Run 1, placed standard cells:
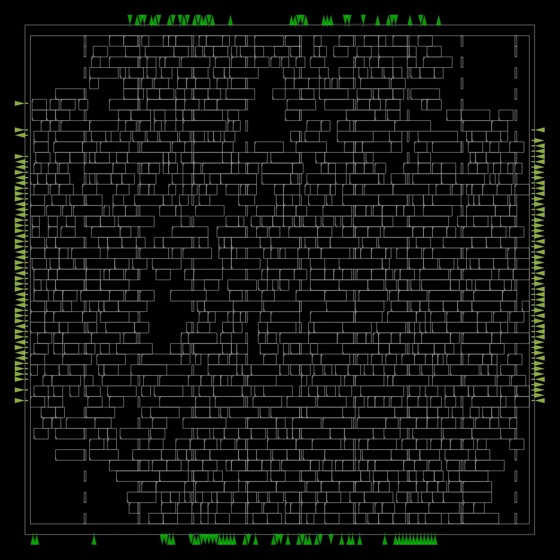
Run 1, sequential cells grouped by signal name:
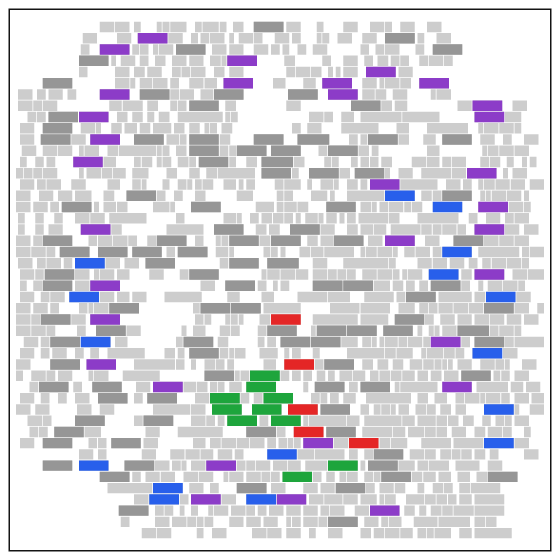
Run 1, routed metal per tile:
Bar = 50 um. The die is cut into 26 by 26 equal tiles; black is low, pale yellow is high, scaled to the fullest tile. Values are wire area over tile area, all layers added.
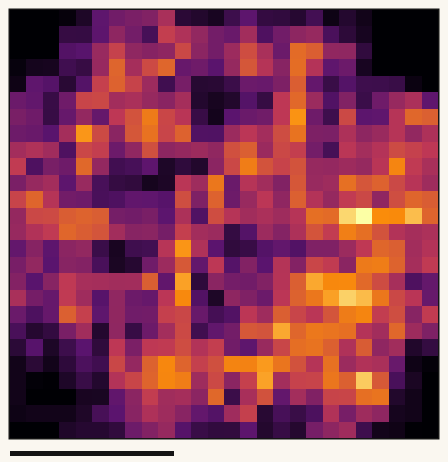
$ cat src/rtl/io_bus_responder_pkg.sv
// Register map and status-bit layout of the CPU IO_BUS responder.
// Shared with the CPU-side address decode and software tests.
package io_bus_responder_pkg;

   localparam logic [15:0] BASE_ADDR_DEF = 16'h7F00;
   localparam int unsigned DATA_W        = 32;

   localparam logic [7:0] OFF_OUT_DATA = 8'h00;
   localparam logic [7:0] OFF_IN_DATA  = 8'h04;
   localparam logic [7:0] OFF_STATUS   = 8'h08;
   localparam logic [7:0] OFF_LED      = 8'h0C;
   localparam logic [7:0] OFF_SW       = 8'h10;
   localparam logic [7:0] OFF_BTN_EDGE = 8'h14;
   localparam logic [7:0] OFF_CYCLE    = 8'h18;

   localparam int unsigned STAT_OUT_EMPTY = 0;
   localparam int unsigned STAT_IN_VALID  = 1;
   localparam int unsigned STAT_OVERRUN   = 2;

   // Encoding equals the word index of the register within the map.
   typedef enum logic [2:0] {
      REG_OUT_DATA = 3'd0,
      REG_IN_DATA  = 3'd1,
      REG_STATUS   = 3'd2,
      REG_LED      = 3'd3,
      REG_SW       = 3'd4,
      REG_BTN_EDGE = 3'd5,
      REG_CYCLE    = 3'd6,
      REG_NONE     = 3'd7
   } reg_sel_e;

   function automatic reg_sel_e decode_reg(input logic [13:0] word_off);
      if (word_off[13:3] != 11'd0) return REG_NONE;
      return reg_sel_e'(word_off[2:0]);
   endfunction

endpackage

$ cat src/rtl/io_bus_responder_edge_sync.sv
// Multi-flop synchroniser for asynchronous board inputs with a history
// flop for rising-edge detection.
module io_bus_responder_edge_sync #(
   parameter int unsigned W      = 1,
   parameter int unsigned STAGES = 2
) (
   input  logic         clk,
   input  logic         rst,
   input  logic [W-1:0] d,
   output logic [W-1:0] level,
   output logic [W-1:0] rise_c
);

   logic [W-1:0] stage [STAGES];
   logic [W-1:0] hist;

   always_ff @(posedge clk) begin
      if (rst) begin
         for (int unsigned i = 0; i < STAGES; i++) stage[i] <= '0;
         hist <= '0;
      end else begin
         stage[0] <= d;
         for (int unsigned i = 1; i < STAGES; i++) stage[i] <= stage[i-1];
         hist <= stage[STAGES-1];
      end
   end

   always_comb begin
      level  = stage[STAGES-1];
      rise_c = stage[STAGES-1] & ~hist;
   end

endmodule

$ cat src/rtl/io_bus_responder.sv
// Memory-mapped responder for the CPU IO_BUS: mailboxes toward the panel/debug
// unit, LEDs, synchronised switches/buttons and a free-running cycle counter.
module io_bus_responder
   import io_bus_responder_pkg::*;
#(
   parameter logic [15:0] BASE_ADDR   = BASE_ADDR_DEF,
   parameter int unsigned LED_W       = 16,
   parameter int unsigned SW_W        = 16,
   parameter int unsigned BTN_W       = 5,
   parameter int unsigned SYNC_STAGES = 2
) (
   input  logic              clk,
   input  logic              rst,
   input  logic [15:0]       io_addr,
   input  logic [31:0]       io_dout,
   input  logic              io_we,
   input  logic              io_rd,
   output logic [31:0]       io_din,
   output logic [31:0]       out_data,
   output logic              out_valid,
   input  logic              out_ack,
   input  logic [31:0]       in_data,
   input  logic              in_push,
   output logic [LED_W-1:0]  led,
   input  logic [SW_W-1:0]   sw,
   input  logic [BTN_W-1:0]  btn
);

   logic [13:0]       word_off;
   logic [1:0]        addr_lsb_unused;
   reg_sel_e          sel;
   logic [31:0]       in_data_reg;
   logic              in_valid;
   logic              overrun;
   logic [BTN_W-1:0]  btn_edge;
   logic [31:0]       cycle;
   logic [SW_W-1:0]   sw_sync;
   logic [SW_W-1:0]   sw_rise_unused;
   logic [BTN_W-1:0]  btn_sync_unused;
   logic [BTN_W-1:0]  btn_rise;

   logic wr_out, wr_status, wr_led;
   logic rd_in, rd_btn;
   logic ov_set, ov_clr;
   logic [DATA_W-1:0] status;

   io_bus_responder_edge_sync #(.W(SW_W), .STAGES(SYNC_STAGES)) u_sw_sync (
      .clk    (clk),
      .rst    (rst),
      .d      (sw),
      .level  (sw_sync),
      .rise_c (sw_rise_unused)
   );

   io_bus_responder_edge_sync #(.W(BTN_W), .STAGES(SYNC_STAGES)) u_btn_sync (
      .clk    (clk),
      .rst    (rst),
      .d      (btn),
      .level  (btn_sync_unused),
      .rise_c (btn_rise)
   );

   // Word-granular decode; the byte lane bits play no part.
   always_comb begin
      addr_lsb_unused = io_addr[1:0];
      word_off        = io_addr[15:2] - BASE_ADDR[15:2];
      sel             = decode_reg(word_off);
   end

   // A simultaneous write takes the access; read side effects are dropped.
   always_comb begin
      wr_out    = io_we && (sel == REG_OUT_DATA);
      wr_status = io_we && (sel == REG_STATUS);
      wr_led    = io_we && (sel == REG_LED);
      rd_in     = io_rd && !io_we && (sel == REG_IN_DATA);
      rd_btn    = io_rd && !io_we && (sel == REG_BTN_EDGE);
      ov_set    = in_push && in_valid && !rd_in;
      ov_clr    = wr_status && io_dout[STAT_OVERRUN];
   end

   always_comb begin
      status                 = '0;
      status[STAT_OUT_EMPTY] = ~out_valid;
      status[STAT_IN_VALID]  = in_valid;
      status[STAT_OVERRUN]   = overrun;
   end

   always_comb begin
      io_din = '0;
      if (io_rd) begin
         case (sel)
            REG_OUT_DATA: io_din = out_data;
            REG_IN_DATA:  io_din = in_data_reg;
            REG_STATUS:   io_din = status;
            REG_LED:      io_din = 32'(led);
            REG_SW:       io_din = 32'(sw_sync);
            REG_BTN_EDGE: io_din = 32'(btn_edge);
            REG_CYCLE:    io_din = cycle;
            default:      io_din = '0;
         endcase
      end
   end

   always_ff @(posedge clk) begin
      if (rst) begin
         out_data    <= '0;
         out_valid   <= 1'b0;
         in_data_reg <= '0;
         in_valid    <= 1'b0;
         overrun     <= 1'b0;
         led         <= '0;
         btn_edge    <= '0;
         cycle       <= '0;
      end else begin
         // A CPU write in the ack cycle re-arms the mailbox with the new word.
         if (wr_out) begin
            out_data  <= io_dout;
            out_valid <= 1'b1;
         end else if (out_ack && out_valid) begin
            out_valid <= 1'b0;
         end

         if (in_push) begin
            in_data_reg <= in_data;
            in_valid    <= 1'b1;
         end else if (rd_in) begin
            in_valid <= 1'b0;
         end

         overrun <= ov_set | (overrun & ~ov_clr);

         if (wr_led) led <= io_dout[LED_W-1:0];

         btn_edge <= btn_rise | (rd_btn ? '0 : btn_edge);
         cycle    <= cycle + 32'd1;
      end
   end

endmodule

$ cat config.mk
export PLATFORM = sky130hd
export DESIGN_NAME = io_bus_responder
export DESIGN_NICKNAME = d
export VERILOG_FILES = /design/src/rtl/io_bus_responder_pkg.sv /design/src/rtl/io_bus_responder_edge_sync.sv /design/src/rtl/io_bus_responder.sv
export SDC_FILE = /design/constraint.sdc
export NUM_CORES = 1
export LEC_CHECK = 0
export CORE_UTILIZATION = 45
export CTS_CLUSTER_SIZE = 10
export DETAILED_ROUTE_END_ITERATION = 12
export PLACE_DENSITY = 0.85
export SYNTH_ARGS = -nofsm -noshare
export SYNTH_HDL_FRONTEND = slang
export SYNTH_SLANG_ARGS = --single-unit
export TNS_END_PERCENT = 50
$ cat constraint.sdc
create_clock -name clk -period 2.2 [get_ports clk]
set_clock_uncertainty 0.05 [all_clocks]
set_input_delay 0.33 -clock clk [delete_from_list [all_inputs] [get_ports clk]]
set_output_delay 0.33 -clock clk [all_outputs]
set_load 0.005 [all_outputs]
==> CHANGELOG.md, run 1 <==
### Metrics

- Status: finished, violations left
- Failing checks: negative setup slack
- Most numerous logic cells after layout: dfxtp_1, clkdlybuf4s50_1, mux2i_1
- Insertion Delay late pin: 0.42 ns
- Crit-path max cell delay: 0.27 ns
- DRC: 0
- Max Freq: 0.4511 GHz
- Worst setup EP type: primary output
- Area growth syn-to-layout: 48.26%
- Detailed Route Iter0 Violations: 452
- Cell Count Post-Placement: 1201
- Xor/xnor share: 0.01295
- Die Span X: 130.6 um
- Tool Warnings: 29
- DP Worst Slack: -0.8089 ns
- Final WS setup: -0.01666 ns
- Area of the mapped netlist: 0.007441 mm2
- TritonCTS clock tree: yes
- Yosys warning tally: 0
- Largest net degree at the start of global routing: 99
- Final worst-path cycle share: 1.008
- Final hold viol count: 0
- Post-Syn Instances: 784
- Worst reg2reg startpoint: cycle[6]
- Cell taking the most area after synthesis: dfxtp_1
- Antenna violations before repair: 0
- Row cnt: 46
- CTS Buf Count: 17
- P_clk: 3370 uW
- Layout fillers: 1253
- Yosys top cell by instances: dfxtp_1
- Most frequent cells after synthesis: dfxtp_1, mux2i_1, nand2b_1
- Max power group: clock
- Top logic family: simple AND/OR/NAND/NOR gates
- Maximum level of the CTS H-tree: 4
- Core area: 0.01600 mm2
- Max-Cap Viols: 0
- 1st-pass router iterations: 5
- Top cells, area: dfxtp_1, mux2i_1, nand2b_1
- Yosys stat chip area: 0.007441 mm2
- R2R Path End: cycle[15]
- Placed inst area: 0.01004 mm2
- Vias in the first global route: 6504
- Async SR Flop Fraction: 0
- Max-slew headroom: 0.6069
- Sw Pwr: 1548 uW
- Buf+Inv Stages, Crit Path: 4
- Avg Vias per Cell: 5.380
- I/O pin cnt: 188
- Port bufs: 185
- Area occupied by registers: 0.003348 mm2
- Leak: 0.004245 uW
- Area share, top type: 0.4493
- Seq pwr: 3150 uW
- CP startpoint: io_addr[5]
- Avg Cell Area, Syn: 9.491 um2
- Hold Startpoint: rst
- R2R depth: 6
- Hold Crit Depth: 3
- Cell Type Count: 53
- Layout cell share with drive strength beyond 1: 0.2139
- # diodes: 0
- CP max stage cell: nand4b_1
- Critical path depth in cells: 8
- Fp_density: 0.4650
- And+or+nand+nor area frac: 0.2351
- Worst Setup Path Type: input pin to primary output
- Dominant register cell: dfxtp_1
- Top cell excl fill/tap: dfxtp_1
- Max IR drop VDD: 0.0005974 V
- Hold endpoint: in_data_reg[12]
- Seq share, synth: 0.4493
- Combinational share of power: 0.096
- Setup Viol. Count Final: 2
- Layout Utilization: 0.6895
- Antenna-violating nets left: 0
- Crit-path max FO: 7
- Clock buffer depth: 2
- Min Tclk post-route: 2.217 ns
- Clock Power Share: 0.467
- Clock Pin Slew Worst Setup and Hold Paths: 0.06 ns
- MUX share of area: 0.1412
- R2R Setup Slk: 0.12 ns
- Ao+oa area frac: 0.1212
- Root buf cell: clkbuf_16
- Setup_tns: -0.01683 ns
- Placer Congestion: 0.8648
- Net Sw Frac: 0.2148
- Post_cts resized: 202
- Syn_nets: 893
- Nets: 1130
- Worst Path Arrival: 1.84 ns
- Die area: 0.01705 mm2
- Post CTS Setup Buffer Count: 6
- Power Total: 7205 uW
- Non-Filler Instances: 1249
- Worst-Margin Slew: 0.5896 ns
- Detailed Place HPWL: 14.77 mm
- Internal power: 5657 uW
- Worst Hold Class: input pin to flip-flop
- # clock sinks: 167
- Critical Path RT: 1.82 ns
- Die Span Y: 130.6 um
- First-pass GRT wire length: 34.01 mm
- RSZ-0062 raised after global routing: yes
- Number of enable flip-flop cells: 0
- Critical path endpoint: io_din[0]
- CTS Hold Bufs: 0
- Delay-heaviest family, CP: buffers and inverters
- Crit path launch type: input pin
- Synth flops: 167
- Overflow after GRT: 0
- Post-Synth Adder-Cell Area: 0.003363
- Critical-path cell list: dlygate4sd2_1, nor3_4, nand3_2, nand4b_1, buf_12, buf_16, a31oi_4, buf_2
- Flop pwr share: 0.437
- Max-slew violations: 0
- Final hold slack: 0.3496 ns
- Comb pwr: 688 uW
- Final instance area: 0.01103 mm2
- Pwr/cell area: 653.1 mW/mm2
- Logic area: 0.004074 mm2
Back to the opening pictures, 'placed standard cells':
tapcell count: 216
Flop Count: 167
Seq/total area: 0.3035

Back to the opening pictures, 'sequential cells grouped by signal name':
Purple stands for `in_data_reg`, flops 32, where widely spread. Green stands for `u_btn_sync.stage`, flops 10, where bottom middle. Blue stands for `led`, flops 16. Red stands for `u_btn_sync.hist`, flops 5, where bottom middle.

Back to the opening pictures, 'routed metal per tile':
27% of the tiles are over half the peak. 6.1% of the tiles are nearly empty. The mean over all tiles is 0.21.
final WL: 22.20 mm
GRT Overall Usage: 0.2626
Vias: 6720
WL per Instance: 17.78 um

[run 1: tightest hold or removal path: stages]
cell and delay [ns]:
buf_4 0.14, buf_12 0.18, nor2_1 0.12
[run 1: per-layer routing]
layer / vias to the layer above / part of all wire / track usage
li1: 3247 / - / -
met1: 3219 / 0.44 / 0.3393
met2: 222 / 0.48 / 0.4351
met3: 32 / 0.059 / 0.05293
met4: 0 / 0.021 / 0.09331
met5: - / 0 / 0
[run 1: area by class of cell]
type / instances / share of cell area
well taps: 216 / 0.02450
repair buffers: 276 / 0.2391
multi-input cells: 550 / 0.3693
flip-flops and latches: 167 / 0.3035
clock inverters: 12 / 0.02042
inverters: 9 / 0.003062
clock buffers: 19 / 0.04015
Run 1, layout detail:
Bar = 20 um. Window x 8 to 58, y 8 to 58 um. Cells in gray, sequential cells in the stronger gray; small squares are vias.
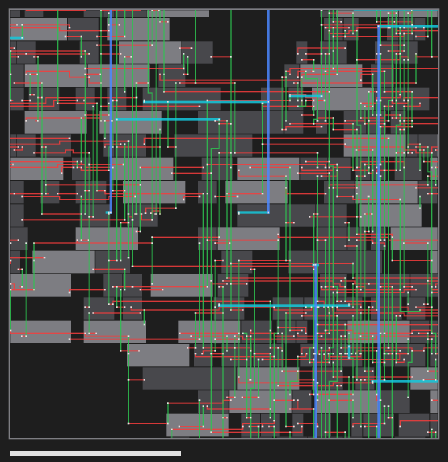

==> run 2: changes to the inputs <==
Settings changed: ABC_AREA set to 1, PLACE_DENSITY 0.85 to 0.86.
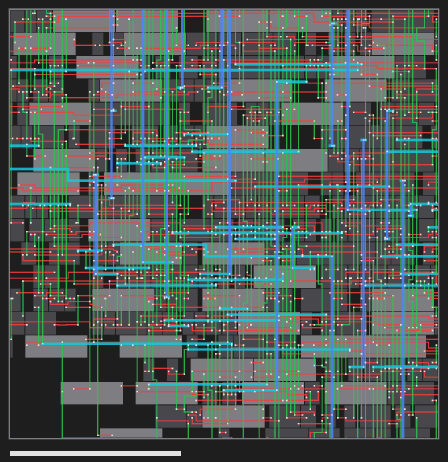
Run 2: layout detail
Bar = 20 um. Window x 7 to 57, y 7 to 57 um. Cells in gray, sequential cells in the stronger gray; small squares are vias.
Red stands for met1. Green stands for met2. Cyan stands for met3. Blue stands for met4.
Most frequent: nor2_1 (44), dfxtp_1 (41), o21ai_0 (23). 235 logic cells have their middle in the window. Netlist names of flops here include `u_sw_sync.stage` (14), `in_data_reg` (9), `led` (7). Sequential cells in the window: 41.

==> run 2 against run 1 <==
Compared with the run above:
- die area fell by 2.9%
- sequential cell count did not move
- the run still ends with negative setup slack left
- synthesized cell count increased by 32%
- non-clock buffer count down 1
==> CHANGELOG.md, run 2 <==
### Metrics

- Maximum level of the CTS H-tree: 4 (unchanged)
- Final worst-path cycle share: 1.199 (+0.1911)
- Top cells, area: dfxtp_1, nor2_1, nand2_1
- Cell taking the most area after synthesis: dfxtp_1
- Delay-heaviest family, CP: simple AND/OR/NAND/NOR gates
- Min Tclk post-route: 2.637 ns (+0.4205 ns)
- Most frequent cells after synthesis: nor2_1, dfxtp_1, nand2_1
- Pwr/cell area: 613.6 mW/mm2 (-6.0%)
- Non-Filler Instances: 1502 (+20%)
- Synth flops: 167 (unchanged)
- Clock Pin Slew Worst Setup and Hold Paths: 0.06 ns (about the same)
- Yosys top cell by instances: nor2_1
- Vias: 8241 (+23%)
- Layout cell share with drive strength beyond 1: 0.2029 (-0.01100)
- Final hold viol count: 0 (unchanged)
- Avg Cell Area, Syn: 6.995 um2 (-26%)
- Worst reg2reg startpoint: cycle[0]
- Crit path launch type: input pin
- Status: finished, violations left
- Post CTS Setup Buffer Count: 31 (+25)
- Hold Crit Depth: 3 (unchanged)
- Die Span X: 128.7 um (-1.4%)
- Root buf cell: clkbuf_16
- DRC: 0 (unchanged)
- CP max stage cell: nor3_4
- Max IR drop VDD: 0.0008612 V (+44%)
- Max-Cap Viols: 0 (unchanged)
- Area growth syn-to-layout: 51.19%
- Most numerous logic cells after layout: nor2_1, dfxtp_1, clkdlybuf4s50_1
- Post-Syn Instances: 1033 (+32%)
- Placed inst area: 0.009600 mm2 (-4.3%)
- Post_cts resized: 179 (-11%)
- Detailed Route Iter0 Violations: 790 (+75%)
- Seq/total area: 0.3060 (+0.002532)
- P_clk: 3040 uW (-9.8%)
- Clock Power Share: 0.453 (-0.014)
- Buf+Inv Stages, Crit Path: 6 (+2)
- WL per Instance: 17.66 um (-0.63%)
- Core area: 0.01543 mm2 (-3.6%)
- Number of enable flip-flop cells: 0 (unchanged)
- Flop Count: 167 (unchanged)
- Top cell excl fill/tap: nor2_1
- Antenna-violating nets left: 0 (unchanged)
- GRT Overall Usage: 0.2980 (+0.03544)
- Crit-path max cell delay: 0.17 ns (-0.10 ns)
- Max-slew violations: 0 (unchanged)
- Clock buffer depth: 2 (unchanged)
- Power Total: 6703 uW (-7.0%)
- Die area: 0.01657 mm2 (-2.9%)
- Tapcell count: 211 (-2.3%)
- Area of the mapped netlist: 0.007226 mm2 (-2.9%)
- Area occupied by registers: 0.003343 mm2 (-0.15%)
- Cell Type Count: 36 (-32%)
- R2R Setup Slk: 0.13 ns (about the same)
- Yosys warning tally: 0 (unchanged)
- Final WL: 26.53 mm (+19%)
- Logic share of the area: 0.3224 (-0.04687)
- Worst Path Arrival: 2.26 ns (+0.42 ns)
- Flop pwr share: 0.473 (+0.036)
- Max Freq: 0.3792 GHz (-16%)
- Largest net degree at the start of global routing: 68 (-31%)
- Leak: 0.004902 uW (+15%)
- CTS Hold Bufs: 0 (unchanged)
- Detailed Place HPWL: 16.12 mm (+9.2%)
- Ys cells: 1033
- Max-slew headroom: 0.5733 (-0.03361)
- R2R depth: 11 (+5)
- Row cnt: 45 (-2.2%)
- Critical Path RT: 1.82 ns (about the same)
- Setup Viol. Count Final: 32 (+30)
- Worst Hold Class: input pin to flip-flop
- Worst setup EP type: primary output
- Layout fillers: 1085 (-13%)
- Nets: 1387 (+23%)
- Met3 WL: 2.573 mm (+97%)
- Hold Startpoint: rst
- Placer Congestion: 0.9029 (+4.4%)
- Antenna violations before repair: 0 (unchanged)
- Dominant register cell: dfxtp_1
- Async SR Flop Fraction: 0 (unchanged)
- Wire length on met1: 9.742 mm (-0.62%)
- Cell Count Post-Placement: 1426 (+19%)
- Comb pwr: 496 uW (-28%)
- Met2 GRT Util: 0.5084 (+0.07332)
- Crit-path max FO: 4 (-3)
- Worst-Margin Slew: 0.6400 ns (+0.05041 ns)
- Max power group: registers
- Setup_tns: -11.02 ns (-11.00 ns)
- Area share, top type: 0.4627 (+0.01338)
- Critical-path cell list: buf_8, ha_4, o21bai_1, nand3_2, nor2_4, nand3_4, buf_6, nor3_4, buf_6, buf_12, buf_8, nand2_4, nand3_2, nor2_1, nor2_1, buf_2
- Final WS setup: -0.4371 ns (-0.4205 ns)
- Top cell category: multi-input combinational cells
- Syn_nets: 1142 (+28%)
- Routing usage on met3: 0.07484 (+0.02191)
- CTS Buf Count: 17 (unchanged)
- Tool Warnings: 30 (+3.4%)
- Internal power: 5104 uW (-9.8%)
- R2R Path End: cycle[30]
- Failing checks: negative setup slack
- Repair and plain buffers: 275 (-0.36%)
- 1st-pass router iterations: 5 (unchanged)
- Number of logic gates: 681 (+24%)
- Yosys stat chip area: 0.007226 mm2 (-2.9%)
- Hold endpoint: cycle[20]
- Buffering overhead: 0.2448 (+0.005676)
- Met2 wire len: 12.55 mm (+18%)
- Net Sw Frac: 0.2386 (+0.02372)
- Seq share, synth: 0.4627 (+0.01338)
- Non-clock inverter count: 136 (+127)
- Seq pwr: 3170 uW (about the same)
- First-pass GRT wire length: 37.84 mm (+11%)
- Die Span Y: 128.7 um (-1.4%)
- Logic area: 0.003522 mm2 (-14%)
- Layout Utilization: 0.7081 (+0.01864)
- Fp_density: 0.4684 (+0.003325)
- Clkbuf count: 19 (unchanged)
- Avg Vias per Cell: 5.487 (+2.0%)
- # clock sinks: 167 (unchanged)
- Insertion Delay late pin: 0.44 ns (+0.02 ns)
- Clk tree area frac: 0.05543 (-0.005130)
- Final instance area: 0.01092 mm2 (-0.98%)
- DP Worst Slack: -1.110 ns (-0.3007 ns)
- RSZ-0062 raised after global routing: yes
- DR top layer: met4
- Vias in the first global route: 7673 (+18%)
- Worst Setup Path Type: input pin to primary output
- Final hold slack: 0.3241 ns (-0.02547 ns)
- I/O pin cnt: 188 (unchanged)
- TritonCTS clock tree: yes
- Sw Pwr: 1599 uW (+3.3%)
- Overflow after GRT: 0 (unchanged)
- GRT Max-Usage Layer: met2
[run 2: kinds of logic (layout without fill, tap and decap cells)]
logic type,Yosys count,in the layout,synth area share
flops,167,167,0.4627
xor+xnor,1,1,0.001212
fa+ha+maj,2,2,0.003463
compound gates,187,187,0.1390
buf+inv,185,443,0.1016
simple gates,491,491,0.2920
[run 2: worst max-delay path by stage]
stage | startpoint | endpoint | slack (ns) | depth (start not counted)
floorplan | io_addr[8] | io_din[31] | 0.05 | 11
CTS | io_addr[9] | io_din[5] | -0.48 | 17
detailed placement | io_addr[9] | io_din[3] | -1.11 | 13
finish | io_addr[8] | io_din[10] | -0.44 | 16
global route | io_addr[8] | io_din[10] | -0.53 | 16
global placement | io_addr[9] | io_din[11] | -1.05 | 13
No activity file was given, so power comes from the tool's default toggle rates.
